**Signal metal coverage by tile**

26 x 21 tiles, from dark purple (low) to yellow (high), scaled to the fullest tile. Values are wire area over tile area, all layers added.
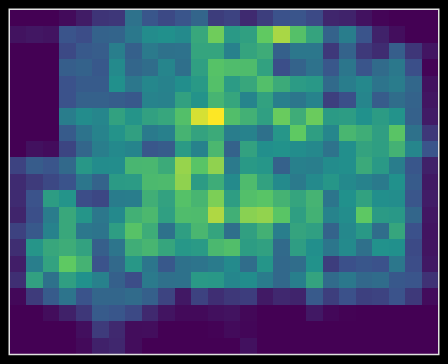
**Cell area per tile**

Bar = 100 um. 26 x 21 tiles, from dark purple (low) to yellow (high), 0 to 100% covered.
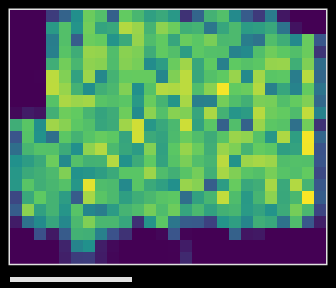
**Signal wires by layer**

Two of the layers only.
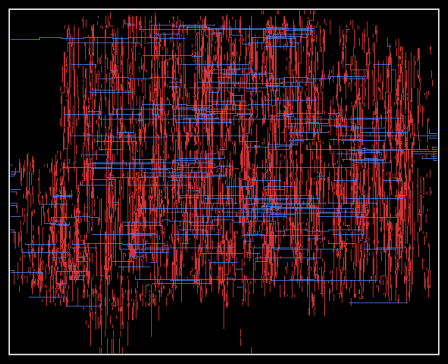
**Clock nets**

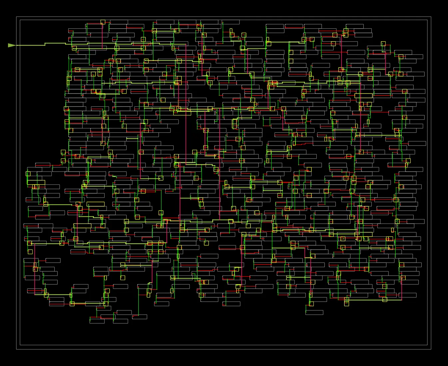
==> config.mk <==
export PLATFORM = sky130hd
export DESIGN_NAME = simu_mem_framer
export DESIGN_NICKNAME = d
export VERILOG_FILES = /design/src/rtl/simu_mem_framer.sv
export SDC_FILE = /design/constraint.sdc
export NUM_CORES = 1
export LEC_CHECK = 0
export CAP_MARGIN = 20
export CORE_ASPECT_RATIO = 0.8
export CORE_MARGIN = 2
export CORE_UTILIZATION = 49
export CTS_BUF_LIST = sky130_fd_sc_hd__clkbuf_4
export CTS_CLUSTER_DIAMETER = 40
export DETAILED_ROUTE_END_ITERATION = 12
export PLACE_DENSITY = 0.66
export SETUP_SLACK_MARGIN = 0.02
export SLEW_MARGIN = 20
export SYNTH_ARGS = -nofsm -noshare
export SYNTH_HDL_FRONTEND = slang
export SYNTH_SLANG_ARGS = --single-unit
==> constraint.sdc <==
create_clock -name clk -period 7.2 [get_ports clk]
set_input_delay 1.44 -clock clk [delete_from_list [all_inputs] [get_ports clk]]
set_output_delay 1.44 -clock clk [all_outputs]
set_load 0.01 [all_outputs]
==> src/rtl/simu_mem_framer.sv <==
// Realigns the memory read strobe to read latency and frames each burst
// as header, data words, trailer into a first-word-fall-through FIFO.
module simu_mem_framer #(
  parameter int          RD_LAT  = 2,
  parameter int          FIFO_AW = 5,
  parameter logic [7:0]  HDR_TAG = 8'hA5
) (
  input  logic        clk,
  input  logic        rst,
  input  logic        rena,
  input  logic [15:0] mem_dout,
  output logic [15:0] out_data,
  output logic        out_sop,
  output logic        out_eop,
  output logic        out_valid,
  input  logic        out_ready,
  output logic        ovf_err,
  output logic        proto_err
);

  localparam int DEPTH = 1 << FIFO_AW;
  localparam int CW    = FIFO_AW + 1;

  typedef enum logic [1:0] {
    IDLE,
    DATA,
    TRAILER,
    DROP
  } state_t;

  state_t state, state_n;

  logic [RD_LAT-1:0]  sr;
  logic               dv;
  logic               d1_v;
  logic [15:0]        d1;
  logic [7:0]         evt_cnt, evt_n;
  logic [14:0]        wcnt, wcnt_n;
  logic               frame_ovf, frame_ovf_n;
  logic               set_ovf, set_proto;
  logic               wr_en;
  logic [17:0]        wr_word;
  logic [17:0]        mem [DEPTH];
  logic [FIFO_AW-1:0] wr_ptr, rd_ptr;
  logic [CW-1:0]      count;
  logic               room, rise, pop;
  logic [17:0]        head;

  assign dv   = sr[RD_LAT-1];
  assign rise = dv & ~d1_v;
  // Keep one slot spare so the trailer always fits.
  assign room = count <= CW'(DEPTH - 2);
  assign out_valid = count != '0;
  assign pop  = out_valid & out_ready;
  assign head = mem[rd_ptr];
  assign {out_sop, out_eop, out_data} = out_valid ? head : 18'd0;

  always_comb begin
    state_n     = state;
    evt_n       = evt_cnt;
    wcnt_n      = wcnt;
    frame_ovf_n = frame_ovf;
    set_ovf     = 1'b0;
    set_proto   = 1'b0;
    wr_en       = 1'b0;
    wr_word     = 18'd0;
    unique case (state)
      IDLE: begin
        if (rise) begin
          if (room) begin
            wr_en       = 1'b1;
            wr_word     = {2'b10, HDR_TAG, evt_cnt};
            wcnt_n      = '0;
            frame_ovf_n = 1'b0;
            state_n     = DATA;
          end else begin
            set_ovf = 1'b1;
            state_n = DROP;
          end
        end
      end
      DATA: begin
        if (d1_v) begin
          if (wcnt != 15'h7FFF) wcnt_n = wcnt + 15'd1;
          if (room) begin
            wr_en   = 1'b1;
            wr_word = {2'b00, d1};
          end else begin
            frame_ovf_n = 1'b1;
            set_ovf     = 1'b1;
          end
          if (!dv) state_n = TRAILER;
        end
      end
      TRAILER: begin
        wr_en   = 1'b1;
        wr_word = {2'b01, frame_ovf, wcnt};
        evt_n   = evt_cnt + 8'd1;
        if (dv) begin
          set_proto = 1'b1;
          state_n   = DROP;
        end else begin
          state_n = IDLE;
        end
      end
      DROP: begin
        if (!dv) state_n = IDLE;
      end
      default: state_n = IDLE;
    endcase
  end

  always_ff @(posedge clk or posedge rst) begin
    if (rst) begin
      sr        <= '0;
      d1        <= '0;
      d1_v      <= 1'b0;
      state     <= IDLE;
      evt_cnt   <= '0;
      wcnt      <= '0;
      frame_ovf <= 1'b0;
      ovf_err   <= 1'b0;
      proto_err <= 1'b0;
      wr_ptr    <= '0;
      rd_ptr    <= '0;
      count     <= '0;
    end else begin
      sr        <= (sr << 1) | RD_LAT'(rena);
      if (dv) d1 <= mem_dout;
      d1_v      <= dv;
      state     <= state_n;
      evt_cnt   <= evt_n;
      wcnt      <= wcnt_n;
      frame_ovf <= frame_ovf_n;
      ovf_err   <= ovf_err | set_ovf;
      proto_err <= proto_err | set_proto;
      if (wr_en) wr_ptr <= wr_ptr + FIFO_AW'(1);
      if (pop) rd_ptr <= rd_ptr + FIFO_AW'(1);
      count     <= count + CW'(wr_en) - CW'(pop);
    end
  end

  always_ff @(posedge clk) begin
    if (wr_en) mem[wr_ptr] <= wr_word;
  end

endmodule

==> results.sh <==
# physical design summary
export IMPL_min_to="sr[1]$_DFF_PP0_"
export IMPL_highest_layer="met4"
export IMPL_max_freq_mhz=169
export IMPL_placed_area_um2=27100
export IMPL_clock_sinks=639
export IMPL_drive_gt1_share_pct=32.9
export IMPL_internal_power_mw=7.48
export IMPL_io_pins=41
export IMPL_status="complete, no violations"
export IMPL_grt_setup_unrepaired="no"
export IMPL_p_sw_mw=3.59
export IMPL_setup_tns_ns=0
export IMPL_layout_min_cycle_time_ns=5.92
export IMPL_path_max_fanout=41
export IMPL_grt_pass1_wl_um=88700
export IMPL_seq_share_pct=64.7
export IMPL_fillers=4009
export IMPL_die_area_um2=54300
export IMPL_cts_setup_buffers=0
export IMPL_holdBufCountCts=0
export IMPL_root_buffer="clkbuf_4"
export IMPL_maxCapViolCount=0
export IMPL_syn_avg_cell_area_um2=18.3
export IMPL_r2r_end="mem[30][9]$_DFFE_PP_"
export IMPL_cpPeakStageDelay_ns=0.94
export IMPL_relSlewSlack_pct=23.6
export IMPL_final_hold_viol_count=0
export IMPL_logic_gate_count=655
export IMPL_multiInputGateArea_um2=6480
export IMPL_pg_clk_mw=3.04
export IMPL_viasPerCell=5.87
export IMPL_yosys_stat_area_um2=25700
export IMPL_maxPowerGroup="sequential cells"
export IMPL_place_congestion=0.818
export IMPL_synthAoiAreaFrac_pct=5.60
export IMPL_p_leak_nw=9.90
export IMPL_ys_sh_mux_pct=13.5
export IMPL_start_kind="flip-flop"
export IMPL_clk_latency_ns=0.89
export IMPL_wl_met3_um=5540
export IMPL_mostFrequentLayoutCell="edfxtp_1"
export IMPL_n_all_inverters=30
export IMPL_drc_errors=0
export IMPL_firstDrtPassIters=7
export IMPL_setup_viol=0
export IMPL_top_logic_kind="multiplexers"
export IMPL_sh_comb_area_pct=22.2
export IMPL_r2r_start="sr[1]$_DFF_PP0_"
export IMPL_clock_path_buffers=3
export IMPL_htree_num_levels=4
export IMPL_cpMaxStageDelayCell="dfrtp_4"
export IMPL_cts_resized=0
export IMPL_yosys_register_bits=639
export IMPL_grt_max_degree=166
export IMPL_end_kind="output pin"
export IMPL_powerDensity_nw_per_um2=379
export IMPL_largest_cell_class="sequential cells"
export IMPL_pwr_share_seq_pct=42.1
export IMPL_clock_area_share_pct=6.95
export IMPL_path_class="flip-flop to output pin"
export IMPL_fin_nets=1613
export IMPL_cp_num_buf_inv=2
export IMPL_crit_arrival_ns=4.48
export IMPL_top_usage_layer="met2"
export IMPL_wl_met2_um=27800
export IMPL_synthXorXnorAreaFrac_pct=0.614
## Picture notes: 'signal metal coverage by tile'
The mean over all tiles is 0.18. The fullest tile reaches 0.53. The densest ninth of the die: middle. 29% of the tiles are over half the peak. The emptiest ninth of the die: bottom right. 15% of the tiles are nearly empty.

## Picture notes: 'cell area per tile'
The fullest tile reaches 100%. 23% of the tiles are over 75% full. 15% of the tiles are nearly empty. The mean over all tiles is 52%.
floorplan utilization: 49.3%
core area: 52100 um^2
Util after Layout: 56.1%

## Picture notes: 'signal wires by layer'
Red marks met2, wire length 27.8 mm. Blue marks met3, wire length 5550 um.

## Picture notes: 'clock nets'
clock skew: 0.0529 ns
TritonCTS Buffers: 155

==> worst max path at each step <==
stage	start	endpoint	slack, ns	cells after the start
floorplan	rd_ptr[0]$_DFFE_PP0P_	out_data[8]	3.65	6
global placement	rd_ptr[0]$_DFFE_PP0P_	out_data[11]	2.23	6
detailed placement	rd_ptr[0]$_DFFE_PP0P_	out_data[11]	2.18	6
CTS	rd_ptr[0]$_DFFE_PP0P_	out_data[11]	1.18	6
global route	rd_ptr[0]$_DFFE_PP0P_	out_data[1]	1.0	6
finish	rd_ptr[0]$_DFFE_PP0P_	out_data[11]	1.28	6
==> synthesized netlist by cell type, drive strengths merged (24+ instances only) <==
master	n	share of area, %
edfxtp	576	67
mux2	110	4.8
mux4	90	7.9
dfrtp	63	6.1
nor2	63	0.92
clkbuf	49	0.72
a22oi	48	1.5
nand2	45	0.66
buf	32	0.67
inv	30	0.44
nand4	24	0.58
nor3	24	0.47
o21ai	24	0.47
==> through the flow <==
| step | hold WS [ns] | setup slack, ns | power [mW] | cells | utilization [%] |
|---|---|---|---|---|---|
| 2_1_floorplan | 0.331 | 3.65 | 6.84 | 1405 | - |
| 3_3_place_gp | 0.335 | 2.23 | 8.03 | 2110 | 52.1 |
| 3_5_place_dp | 0.336 | 2.18 | 8.09 | 2111 | 52.1 |
| 4_1_cts | 0.367 | 1.18 | 11.1 | 2385 | 56.0 |
| 5_1_grt | 0.366 | 0.997 | 11.6 | 2387 | 56.1 |
| 6_report | 0.365 | 1.28 | 11.1 | 2387 | 56.1 |
==> flip-flops by register name, indices dropped and copies added, names as in the netlist <==
register	flops
mem	576
d1	16
wcnt	15
evt_cnt	8
count	6
rd_ptr	5
wr_ptr	5
sr	2
state	2
d1_v	1
frame_ovf	1
ovf_err	1
proto_err	1
Power is estimated from default activity; no workload was simulated.
